Design hms_seg7_scan_flat, sky130hd; sources not shown.
### Clock wires, drivers and flops, run 1

The bar under the picture is 20 um long.
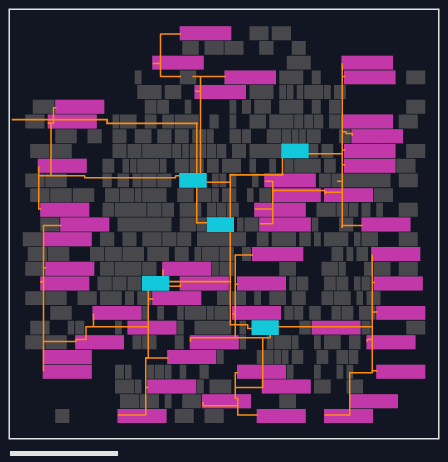
[orange] clock wires | length: 530 um
[cyan] cells driving clock nets | count: 5
[magenta] flip-flops | count: 51
routed clock nets: 6
largest clock skew in the final design: 0.00959 ns
power in the clock group: 0.392 mW
Insertion Delay late pin: 0.30 ns
Clock power frac: 34.5%

### Signal metal coverage by tile, run 1

16 x 16 tiles, from dark blue (low) to red (high), scaled to the fullest tile. Values are wire area over tile area, all layers added.
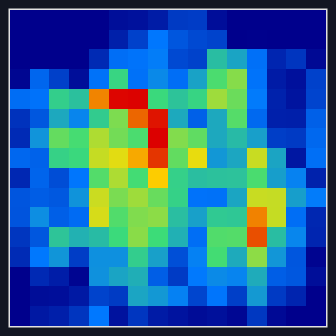
mean over tiles: 0.14
nearly empty tiles: 14%
densest ninth of the die: centre
fullest tile: 0.50
tiles over half the peak: 20%
per-cell routed wire length: 14.1 um
overall global routing resource usage: 19.2%
aggregate routed wire length: 5.70 mm
total via count after detailed routing: 2223

### The clock network, run 1

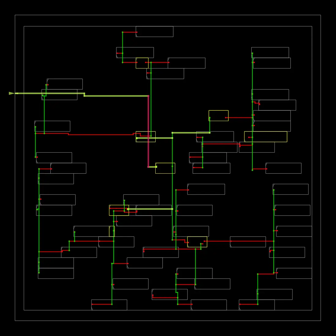
number of buffers created by CTS: 5
number of clock sinks seen by CTS: 51
clock buffer count: 6
flip-flops: 51

==> flow_metrics.rpt, run 1 <==
=== SYNTHESIS / PLACE & ROUTE SUMMARY ===
----------------------------------------------------
[Yosys]
  Register share after synthesis ........................ about 46%
  Area of the mapped netlist ........................ between 0.002 and 0.003 mm^2
  Most common reg cell ........................ sky130_fd_sc_hd__dfrtp_1
  Yosys stat area ........................ 0.00282 mm^2
  #FFs+latches synth ........................ about 51
  Area fraction of the dominant cell type after synthesis ........................ between 30% and 40%
  Cell area leaders ........................ sky130_fd_sc_hd__dfrtp_1 33%, sky130_fd_sc_hd__dfstp_2 13%, sky130_fd_sc_hd__mux2_2 5.6%, sky130_fd_sc_hd__ha_1 4.0%, sky130_fd_sc_hd__nand2_1 3.9%
  Yosys Instances ........................ around 280
  Post-synthesis cell type with the largest combined area ........................ sky130_fd_sc_hd__dfrtp_1
  Tally of yosys warning messages ........................ 6
  Mapped Avg Cell Area ........................ just over 10 um^2
  Number of enable flip-flop cells ........................ 0
  Share of flip-flops with an asynchronous set or reset after synthesis ........................ 100%
  Number of distinct library cells after synthesis ........................ 52
  Instance tally after logic synthesis ........................ between 200 and 300

[Floorplanning]
  DIE HEIGHT ........................ 79.1 um
  Area of the core ........................ roughly 0.0055 mm^2
  Die Outline Area ........................ approximately 0.0063 mm^2
  Rows ........................ 27
  Count of pins on the block boundary ........................ 35
  Initial standard-cell utilization of the core ........................ 51.5%
  Die width ........................ roughly 80 um

[Placed design]
  HPWL after DPL ........................ between 4 and 5 mm
  Instance count after placement with tap cells included ........................ between 300 and 400
  Count of input and output buffers ........................ 34
  Post-detailed-placement cell area ........................ between 0.003 and 0.004 mm^2
  Placer's final routability congestion estimate ........................ roughly 0.93

[Cells and area]
  Share of final-layout standard cells stronger than drive strength 1 ........................ between 20% and 30%
  Net count reported at finish ........................ roughly 360
  Util after Layout ........................ 64.0%
  Filler cell count ........................ ~490
  Leading cell type in the layout, fill and taps excluded ........................ sky130_fd_sc_hd__dfrtp_1
  Commonest cells after routing, fill and taps aside ........................ 37 x sky130_fd_sc_hd__dfrtp_1, 33 x sky130_fd_sc_hd__clkdlybuf4s50_1, 29 x sky130_fd_sc_hd__nand2_1
  Layout area overhead ........................ 24.3%
  Largest register FFs ........................ 16
  Design Area, Final ........................ roughly 0.0035 mm^2
  Ant diodes ........................ 0
  Count of placed standard cells in the final layout, fillers left out ........................ ~410

[Critical path]
  Crit path launch type ........................ register
  Worst reg2reg path depth ........................ 16
  CP Max Fanout ........................ 10
  Cell with the largest stage delay on the worst path ........................ sky130_fd_sc_hd__dfrtp_1
  Worst path most repeated cell ........................ sky130_fd_sc_hd__nor3_1
  Slack of the worst reg-to-reg path ........................ between 0.15 and 0.2 ns
  Slowest Stage Delay on Critical Path ........................ approximately 0.43 ns
  CP Capture Type ........................ register
  Worst path cell trace ........................ and2_4 -> ha_4 -> o21a_1 -> or2_1 -> maj3_2 -> a21o_1 -> ha_2 -> a21boi_0 -> a22o_1 -> or3_1 -> mux2i_1 -> buf_4 -> xnor2_1 -> nor3_1 -> nor3_1 -> nand2b_1
  CP Data Arrival Time ........................ 3.63 ns
  Startpoint-to-endpoint class of the critical path ........................ register to register
  Crit-path leading delay family ........................ simple AND/OR/NAND/NOR gates
  Stages on worst setup path ........................ 16
  Count of buffering cells on the critical path with inverters included ........................ 1
  Worst EP required ........................ between 3 and 4 ns

[GRT]
  Total congestion overflow ........................ 0
  First-pass GRT wire length ........................ between 9 and 10 mm
  Number of global-route vias before repair ........................ approximately 2100
  Number of antenna violations at the first check in global routing ........................ 0
  Maximum number of pins on one net before global-route repair ........................ 52

[STA]
  Final worst path period share ........................ a little over nine tenths
  Highest Clock Rate ........................ 0.294 GHz
  Worst slew margin ........................ between 50 and 60%
  Total count of hold-check failures in the final report ........................ 0
  Max Transition Viols Final ........................ 0
  Setup_tns ........................ 0 ns
  Final Setup Violations ........................ 0
  Worst-Margin Slew ........................ just over 0.6 ns
  Final period demand of the worst path ........................ 3.41 ns
  Unrepaired setup endpoints after global routing ........................ yes

[Routing]
  Antenna Violating Nets Remaining ........................ 0
  First DRT Iteration DRCs ........................ between 90 and 100
  DR pass1 iterations ........................ 4
  Remaining design rule violation count ........................ 0
  Post-DR vias/cell ........................ 5.49

[CTS]
  Max clock buf depth ........................ 2
  Htree depth ........................ 2
  Cell at the root of the clock tree ........................ sky130_fd_sc_hd__clkbuf_8
  Clock slew seen by the registers of the worst setup and hold paths ........................ about 0.090 ns
  Number of hold buffers added after cts ........................ 0
  TritonCTS clock tree ........................ done

[Status]
  Status ........................ completed

[Min path]
  Hold WC Path Type ........................ input port to asynchronous set/reset pin

[Power and ir drop]
  Max VDD drop ........................ ~250 uV
  Net switching power ........................ approximately 0.27 mW
  Proportion of power drawn by combinational gates ........................ 9.3%
  Internal ........................ between 0.8 and 0.9 mW
  Standby leakage power ........................ approximately 1.6 nW
  Fraction of power consumed by sequential logic ........................ 56.2%
  P per Cell Area ........................ around 320 mW/mm^2
  Fraction of power spent switching nets ........................ 23.4%

[Flow run]
  Maxcap violations ........................ 0
  Tool warnings ........................ 31

----------------------------------------------------
run 1: through the flow:
stage          power (mW)  worst slack [ns]  hold WS [ns]
6_report             1.14             0.194         0.425
2_1_floorplan       0.698            0.0178         0.424
3_5_place_dp        0.756           -0.0270         0.477
3_3_place_gp        0.749             0.137         0.472
5_1_grt              1.20           -0.0571         0.451
4_1_cts              1.15            0.0119         0.496
run 1: layout make-up:
type	count	area [um^2]	area share, %
Clock buffer	6	72.6	2.07
Sequential cell	51	1290	36.9
Timing Repair Buffer	58	518	14.8
Multi-Input combinational cell	204	1450	41.3
Inverter	12	45.0	1.29
Tap cell	72	90.1	2.57
Clock inverter	2	38.8	1.11
run 1: logic make-up (layout without fill, tap and decap cells):
group	Yosys count	after routing	synth area share, %
DFF	51	51	45.9
and+or+nand+nor	105	105	20.4
other	1	4	0.133
buffers and inverters	26	78	4.66
AOI/OAI and AO/OA	54	54	13.5
muxes	17	17	6.66
adders and majority gates	10	10	4.35
xor gates and xnor gates	14	14	4.35
run 1: routing by layer:
layer,share of wire (%),vias up,wire length (um),GRT usage [%]
met2,53,63,3020,34.7
met3,3.8,4,217,4.32
li1,-,1084,-,-
met4,0.56,0,32,4.66
met1,43,1072,2430,23.1
met5,0,-,0,0
run 1: synthesized netlist by cell type, drive strengths merged, types with 5 or more instances:
| cell | count |
|---|---|
| dfrtp | 37 |
| nand2 | 29 |
| o21ai | 20 |
| nor2 | 18 |
| dfstp | 14 |
| mux2 | 14 |
| inv | 12 |
| nand2b | 10 |
| ha | 9 |
| nand4 | 9 |
| buf | 8 |
| nand3b | 8 |
| xnor2 | 8 |
| a21oi | 7 |
| clkbuf | 6 |
| nand3 | 6 |
| xor2 | 6 |
| nor3 | 5 |
run 1: what timing repair did:
action	CTS	global route
setup buffers	0	7
pin swaps	0	3
setup endpoints to repair	2	7
gates resized	1	8
run 1: power groups by stage:
stage	registers, mW	clock network [mW]	logic, mW
after floorplan	0.646	0	0.0517
after global placement	0.647	0	0.102
after detailed placement	0.650	0	0.106
after CTS	0.639	0.408	0.107
after global routing	0.644	0.439	0.119
final	0.640	0.392	0.106
### Cells coloured by class, run 1

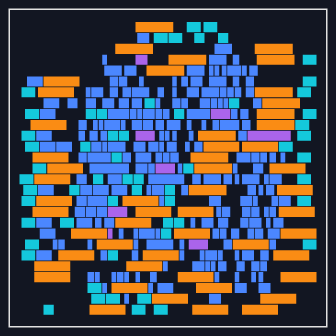

## Run 2: what changed since run 1
Settings changed: PLACE_DENSITY 0.81 to default, PLACE_DENSITY_LB_ADDON from default to 0.12.
### Cells coloured by class, run 2

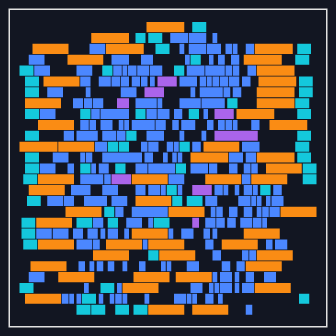
[purple] clock drivers and dummy loads | cells: 8 | share of their area: 3.2%
[blue] all other logic | cells: 216 | share of their area: 45%
[orange] flip-flops | cells: 51 | share of their area: 37%
[cyan] other buffers and delay cells | cells: 58 | share of their area: 15%
sequential cell area share: 36.1%
Rows: 27
Design Area, Final: 0.00358 mm^2
Util after Layout: 65.4%
area of the core: 0.00547 mm^2

### Clock wires, drivers and flops, run 2

The bar under the picture is 20 um long.
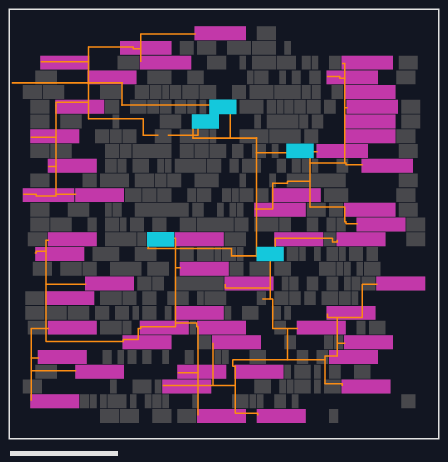
power in the clock group: 0.395 mW
Clock power frac: 34.6%
largest clock skew in the final design: 0.0145 ns

==> run 2 against run 1 <==
Net effect: global-route usage up 0.45 points; synthesized area unchanged; core utilization up 1.4 points; sequential power about the same; register-to-register slack worse by 0.13 ns; critical path type unchanged.
==> flow_metrics.rpt, run 2 <==
=== SYNTHESIS / PLACE & ROUTE SUMMARY ===
----------------------------------------------------
[Status]
  Status ........................ completed

[Yosys]
  Cell area leaders ........................ sky130_fd_sc_hd__dfrtp_1 33%, sky130_fd_sc_hd__dfstp_2 13%, sky130_fd_sc_hd__mux2_2 5.6%, sky130_fd_sc_hd__ha_1 4.0%, sky130_fd_sc_hd__nand2_1 3.9%
  Share of flip-flops with an asynchronous set or reset after synthesis ........................ 100%
  Register share after synthesis ........................ between 40% and 50%
  Cell types with the highest counts after synthesis ........................ 37 x sky130_fd_sc_hd__dfrtp_1, 29 x sky130_fd_sc_hd__nand2_1, 19 x sky130_fd_sc_hd__o21ai_0
  Number of distinct library cells after synthesis ........................ 52
  Post-synthesis cell type with the largest combined area ........................ sky130_fd_sc_hd__dfrtp_1
  #FFs+latches synth ........................ about 50
  Instance tally after logic synthesis ........................ between 200 and 300
  Number of enable flip-flop cells ........................ 0
  Area of the mapped netlist ........................ between 0.002 and 0.003 mm^2
  Yosys stat area ........................ about 0.0028 mm^2
  Yosys Instances ........................ 278

[Critical path]
  Crit path launch type ........................ register
  CP Capture Type ........................ register
  Worst EP required ........................ between 3 and 4 ns
  CP Data Arrival Time ........................ ~3.8 ns
  CP Max Fanout ........................ 8
  Worst reg2reg path depth ........................ 17
  Slack of the worst reg-to-reg path ........................ approximately 0.066 ns

[STA]
  Max Transition Viols Final ........................ 0
  Worst slew margin ........................ 58.9%
  Unrepaired setup endpoints after global routing ........................ yes
  Final worst path period share ........................ a little over nine tenths
  Highest Clock Rate ........................ 0.283 GHz
  Final period demand of the worst path ........................ between 3 and 4 ns
  Total count of hold-check failures in the final report ........................ 0

[Routing]
  Post-route met1 wirelength ........................ 2.71 mm
  DR WL met2 ........................ 2.89 mm
  First DRT Iteration DRCs ........................ 103
  Remaining design rule violation count ........................ 0
  Per-cell routed wire length ........................ 14.4 um
  Aggregate routed wire length ........................ 5.84 mm

[Floorplanning]
  Count of pins on the block boundary ........................ 35
  DIE HEIGHT ........................ between 70 and 80 um
  Initial standard-cell utilization of the core ........................ around half
  Die width ........................ 79.1 um
  Die Outline Area ........................ 0.00625 mm^2

[CTS]
  Cell at the root of the clock tree ........................ sky130_fd_sc_hd__clkbuf_8
  Max clock buf depth ........................ 2
  Number of clock sinks seen by CTS ........................ between 50 and 60
  Number of buffers created by CTS ........................ 5
  Htree depth ........................ 2
  Clock slew seen by the registers of the worst setup and hold paths ........................ about 0.1 ns

[Cells and area]
  Count of placed standard cells in the final layout, fillers left out ........................ ~400
  Flop area ........................ about 0.0013 mm^2
  Combinational gate area ........................ approximately 0.0015 mm^2
  Leading cell type in the layout, fill and taps excluded ........................ sky130_fd_sc_hd__dfrtp_1
  Layout area overhead ........................ 27.0%
  Largest register FFs ........................ 16
  Filler cell count ........................ approximately 470

[Placed design]
  Placer's final routability congestion estimate ........................ 0.881
  Count of input and output buffers ........................ 34
  HPWL after DPL ........................ 4.03 mm
  Instance count after placement with tap cells included ........................ 386

[GRT]
  Number of antenna violations at the first check in global routing ........................ 0
  Number of global-route vias before repair ........................ approximately 2100
  Maximum number of pins on one net before global-route repair ........................ approximately 52
  Overall global routing resource usage ........................ between 10% and 20%
  First-pass GRT wire length ........................ between 9 and 10 mm

[Power and ir drop]
  PnR Total Power ........................ 1.14 mW

[Flow run]
  Maxcap violations ........................ 0

----------------------------------------------------
-- run 2: cell counts after synthesis --
No cell type changed its count.
-- run 2: what timing repair did --
action,CTS,global route
pin swaps,1,12
setup endpoints to repair,1,7
hold endpoints to repair,0,0
hold buffers,0,0
resized,3,26
setup buffers,0,11
-- run 2: stage by stage --
step	util [%]	TNS, ns	area [um^2]
detailed placement	59.7	-0.0174	3270
floorplan	-	0	2850
CTS	62.1	0	3400
finish	65.4	0	3580
global placement	59.7	0	3270
global route	65.4	-0.281	3580
-- run 2: cells by family after synthesis --
group / count (synthesis) / synth area share, %
AND/OR/NAND/NOR: 105 / 20.4
other: 1 / 0.133
flip-flops: 51 / 45.9
buffers and inverters: 26 / 4.66
adder cells (fa/ha/maj): 10 / 4.35
AND-OR/OR-AND: 54 / 13.5
multiplexers: 17 / 6.66
XOR/XNOR: 14 / 4.35
-- run 2: per-layer routing --
metal	up-vias	track usage (%)
li1	1083	-
met1	1026	26.5
met2	47	33.2
met3	7	3.75
met4	0	3.79
met5	-	0
-- run 2: power by group --
group / internal [mW] / switching (mW)
Sequential: 0.605 / 0.0339
Combinational: 0.0571 / 0.0502
Clock: 0.207 / 0.188
Total: 0.869 / 0.272
-- run 2: worst max-delay path, cell delays in order (launching register included) --
cell and delay, ns:
sky130_fd_sc_hd__dfrtp_1 0.44, sky130_fd_sc_hd__buf_6 0.15, sky130_fd_sc_hd__nor2b_4 0.14, sky130_fd_sc_hd__buf_6 0.13, sky130_fd_sc_hd__o41ai_4 0.35, sky130_fd_sc_hd__nor2_2 0.09, sky130_fd_sc_hd__maj3_2 0.32, sky130_fd_sc_hd__a21o_1 0.19
sky130_fd_sc_hd__ha_2 0.18, sky130_fd_sc_hd__a21boi_0 0.12, sky130_fd_sc_hd__a22o_1 0.22, sky130_fd_sc_hd__or3_1 0.34, sky130_fd_sc_hd__mux2i_1 0.14, sky130_fd_sc_hd__buf_4 0.17, sky130_fd_sc_hd__xnor2_2 0.11, sky130_fd_sc_hd__nor3_1 0.05
sky130_fd_sc_hd__nor3_1 0.19, sky130_fd_sc_hd__nand2b_1 0.13
-- run 2: layout make-up --
| type | instances | share of cell area [%] |
|---|---|---|
| Clock inverter | 3 | 1.22 |
| Clock buffer | 5 | 1.92 |
| Timing Repair Buffer | 58 | 14.8 |
| Tap cell | 72 | 2.52 |
| Inverter | 12 | 1.26 |
| Multi-Input combinational cell | 204 | 42.2 |
| Sequential cell | 51 | 36.1 |
No activity file was given, so power comes from the tool's default toggle rates.
